`src/rtl/dcache_arbiter.sv`:
```
// dcache_arbiter: two-requester front end for a single-ported data cache.
// One access is in flight at a time (IDLE -> BUSY -> DONE). The winner's
// address, data and write enable are captured at grant, so requester inputs
// may change freely once the access is underway.
module dcache_arbiter #(
  parameter bit FIXED_PRIO = 1'b0  // 0: round-robin on ties, 1: m0 always wins
) (
  input  logic        clk_i,
  input  logic        rst_i,      // asynchronous, active-low

  input  logic        m0_req_i,
  input  logic        m0_we_i,
  input  logic [31:0] m0_adr_i,
  input  logic [31:0] m0_dat_i,
  output logic [31:0] m0_dat_o,
  output logic        m0_ack_o,

  input  logic        m1_req_i,
  input  logic        m1_we_i,
  input  logic [31:0] m1_adr_i,
  input  logic [31:0] m1_dat_i,
  output logic [31:0] m1_dat_o,
  output logic        m1_ack_o,

  output logic [31:0] c_adr_o,
  output logic [31:0] c_dat_o,
  output logic        c_we_o,
  input  logic [31:0] c_dat_i,
  input  logic        c_stall_i,

  output logic [1:0]  owner_o
);

  typedef enum logic [1:0] {
    IDLE = 2'd0,
    BUSY = 2'd1,
    DONE = 2'd2
  } state_t;

  state_t      state_q;
  logic [31:0] adr_q;        // captured address, drives the cache port
  logic [31:0] dat_q;        // captured write data, drives the cache port
  logic        c_we_q;       // captured write enable, only high while BUSY
  logic [1:0]  owner_q;      // one-hot owner of the in-flight access
  logic        last_m1_q;    // 1 when m1 was granted most recently
  logic [31:0] m0_dat_q;
  logic [31:0] m1_dat_q;
  logic        m0_ack_q;
  logic        m1_ack_q;

  logic        any_req;
  logic        grant_m1;

  // Pick the winner among current requests; a tie goes to whoever was not
  // served last, unless m0 has fixed priority.
  always_comb begin
    any_req  = m0_req_i | m1_req_i;
    grant_m1 = 1'b0;
    if (m0_req_i && m1_req_i) begin
      grant_m1 = FIXED_PRIO ? 1'b0 : ~last_m1_q;
    end else begin
      grant_m1 = m1_req_i;
    end
  end

  // Transaction FSM with all outputs registered.
  always_ff @(posedge clk_i or negedge rst_i) begin
    if (!rst_i) begin
      state_q   <= IDLE;
      adr_q     <= '0;
      dat_q     <= '0;
      c_we_q    <= 1'b0;
      owner_q   <= 2'b00;
      last_m1_q <= 1'b1;     // m0 wins the first tie after reset
      m0_dat_q  <= '0;
      m1_dat_q  <= '0;
      m0_ack_q  <= 1'b0;
      m1_ack_q  <= 1'b0;
    end else begin
      case (state_q)
        IDLE: begin
          if (any_req) begin
            adr_q     <= grant_m1 ? m1_adr_i : m0_adr_i;
            dat_q     <= grant_m1 ? m1_dat_i : m0_dat_i;
            c_we_q    <= grant_m1 ? m1_we_i  : m0_we_i;
            owner_q   <= grant_m1 ? 2'b10    : 2'b01;
            last_m1_q <= grant_m1;
            state_q   <= BUSY;
          end
        end
        BUSY: begin
          // A stalled cycle leaves everything as is; the access retries.
          if (!c_stall_i) begin
            c_we_q <= 1'b0;
            if (owner_q[0]) begin
              m0_ack_q <= 1'b1;
              if (!c_we_q) m0_dat_q <= c_dat_i;
            end
            if (owner_q[1]) begin
              m1_ack_q <= 1'b1;
              if (!c_we_q) m1_dat_q <= c_dat_i;
            end
            state_q <= DONE;
          end
        end
        DONE: begin
          m0_ack_q <= 1'b0;
          m1_ack_q <= 1'b0;
          owner_q  <= 2'b00;
          state_q  <= IDLE;
        end
        default: begin
          c_we_q   <= 1'b0;
          m0_ack_q <= 1'b0;
          m1_ack_q <= 1'b0;
          owner_q  <= 2'b00;
          state_q  <= IDLE;
        end
      endcase
    end
  end

  assign c_adr_o  = adr_q;
  assign c_dat_o  = dat_q;
  assign c_we_o   = c_we_q;
  assign owner_o  = owner_q;
  assign m0_dat_o = m0_dat_q;
  assign m1_dat_o = m1_dat_q;
  assign m0_ack_o = m0_ack_q;
  assign m1_ack_o = m1_ack_q;

endmodule
```
`config.mk`:
```
export PLATFORM = sky130hd
export DESIGN_NAME = dcache_arbiter
export DESIGN_NICKNAME = d
export VERILOG_FILES = /design/src/rtl/dcache_arbiter.sv
export SDC_FILE = /design/constraint.sdc
export NUM_CORES = 1
export LEC_CHECK = 0
export ABC_AREA = 0
export CORE_MARGIN = 2
export CORE_UTILIZATION = 36
export CTS_CLUSTER_DIAMETER = 150
export DETAILED_ROUTE_END_ITERATION = 10
export GPL_ROUTABILITY_DRIVEN = 0
export GPL_TIMING_DRIVEN = 0
export MAX_ROUTING_LAYER = met4
export PLACE_DENSITY = 0.81
export SYNTH_ARGS = -nofsm -noshare
export SYNTH_HDL_FRONTEND = slang
export SYNTH_SLANG_ARGS = --single-unit
```
`constraint.sdc`:
```
create_clock -name clk_i -period 1.4 [get_ports clk_i]
set_input_delay 0.28 -clock clk_i [delete_from_list [all_inputs] [get_ports clk_i]]
set_output_delay 0.28 -clock clk_i [all_outputs]
set_load 0.01 [all_outputs]
```
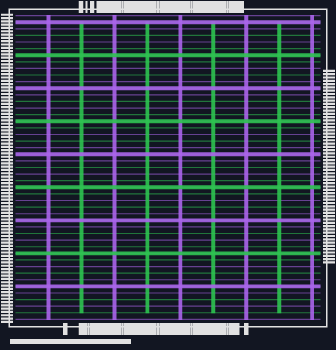
Fig. 1. Power grid.
The bar under the picture is 50 um long. Pins as bars on the die edge.
VDD: shown in green. VSS: shown in purple.
The core has 46 rows. 9 straps on met5. 47 met1 rails follow the rows.

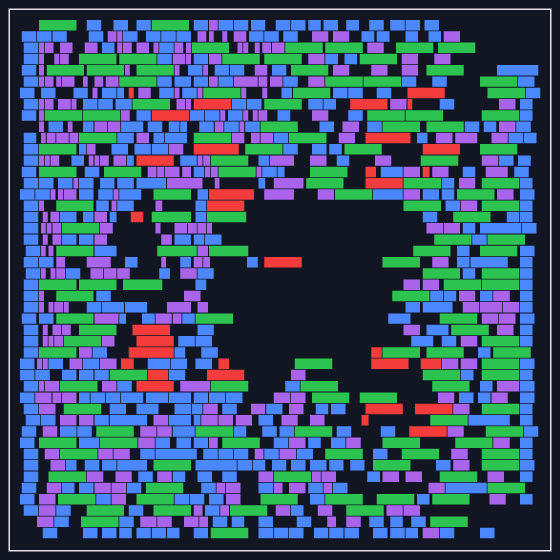
Fig. 2. Cells coloured by class.
remaining logic cells: shown in purple, cells 289, share of their area 23%. remaining buffers and delay cells: shown in blue, cells 384, share of their area 38%. clock drivers and dummy loads: shown in red, cells 32, share of their area 6.1%. sequential cells: shown in green, cells 136, share of their area 33%.

==> results.yml <==
# physical design summary
status:
  outcome: "finished, violations left"
  violations: "negative setup slack"
drt:
  drtPass1Iterations: 4
  drc: 0
final_timing:
  worst_hold_slack_ns: 0.316
  fin_tns_setup_ns: -13.59
  fmax_mhz: 632
  relSlewSlack_pct: 53.8
  setup-violations-final: 119
  finalHoldViolations: 0
  final.setup.worst_slack_ns: -0.183
cells_and_area:
  signal_buffers: 384
  inverters: 2
  final_area_um2: 10700
  seq_area_um2: 3410
  drive_above_1_share_pct: 30.0
  area_share_nonclk_buffers_pct: 37.1
  seq_share_pct: 31.9
  fin_util_pct: 67.9
  layout_top_cell: "clkdlybuf4s50_1"
floorplanning:
  coreArea_um2: 15700
  die_area_um2: 16900
  num_tap_cells: 216
logic_synthesis:
  syn_inst: 465
  ys_seq_share_pct: 59.4
  yosysWarnings: 0
  muxShareOfSynthArea_pct: 12.9
  ys_chip_area_um2: 5730
  edf_count: 0
  synthSimpleGateAreaFrac_pct: 9.65
  xor_area_share_pct: 0
pwr:
  p_leak_nw: 4.74
  power.total_w: 0.0230
  peakVddDrop_mv: 1.08
grt:
  grt_overflow_total: 0
  grt_pass1_wl_um: 29000
clock_tree:
  htree_num_levels: 4
  insertion_delay_ns: 0.41
  cts_tree: "built"
  clock-sinks: 136
worst_hold_path:
  hold_depth: 2
  hp-start: "c_stall_i"
  hold_class: "input port to flip-flop"
setup_path:
  crit_start: "state_q[1]"
  worstPathArrival_ns: 1.87
  end_kind: "flip-flop"
  crit_chain: "nor4b_4 -> buf_6 -> nand2_8 -> buf_12 -> mux2_4"
  r2r_slack_ns: -0.18
run:
  maxCapViolCount: 0
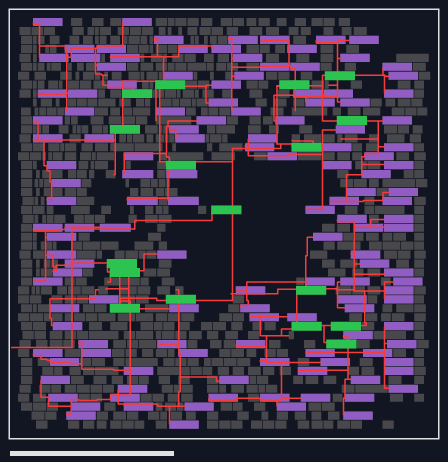
Fig. 3. Clock network drawn from the DEF.
The bar under the picture is 50 um long.
clock wires: shown in red, length 1800 um. flip-flops: shown in purple, count 136. clock-net drivers: shown in green, count 17.
Position of the flops: widely spread.

-- per-layer routing --
metal  track usage (%)  part of all wire [%]  wire [um]  vias up
li1                  -                     -          -     2437
met1              26.5                    39       7630     2592
met2              38.7                    53      10300      223
met3              6.56                   6.4       1250       32
met4              7.78                   2.1        412        0
met5                 -                     0          0        -
-- cells in the mapped netlist, types with 2 or more instances --
cell        n  area share [%]
a31oi_1    33             3.6
a21oi_1    36             3.1
buf_2      11            0.96
dfrtp_1   135              59
mux2_1      4            0.79
buf_6      12             2.4
buf_1       2            0.13
and3_1     32             3.5
buf_4       5            0.66
a221o_1    31             5.4
nand2_1    68             4.5
mux2_2     60              12
nor2b_1     4            0.44
inv_1       2            0.13
mux2i_1     2            0.35
nor2_1      3            0.20
nand2_2     2            0.22
clkbuf_1   10            0.66
-- timing repair --
| item | in CTS | in global routing |
|---|---|---|
| setup endpoints to repair | 264 | 184 |
| gates resized | 289 | 103 |
| hold endpoints to repair | 71 | 0 |
| pin swaps | 49 | 8 |
| gates cloned | 12 | 2 |
| buffers inserted | 27 | 10 |
| hold buffers | 1 | 0 |
-- worst max-delay path, delay by kind of cell (launching register included) --
| kind | cells | cell delay (ns) |
|---|---|---|
| buffers and inverters | 2 | 0.34 |
| flip-flops | 1 | 0.44 |
| multiplexers | 1 | 0.29 |
| AND/OR/NAND/NOR | 2 | 0.38 |
-- registers in the layout, indices dropped and copies added (netlist names) --
name,cells
m0_dat_o,32
m1_ack_o,1
c_dat_o,32
m0_ack_o,1
m1_dat_o,32
last_m1_q,1
owner_o,2
state_q,2
c_we_o,1
c_adr_o,32
-- where the power goes --
group	internal (W)	switching, W
Clock	0.00308	0.00171
Combinational	0.00630	0.00476
Sequential	0.00593	0.00123
Total	0.0153	0.00770
No activity file was given, so power comes from the tool's default toggle rates.
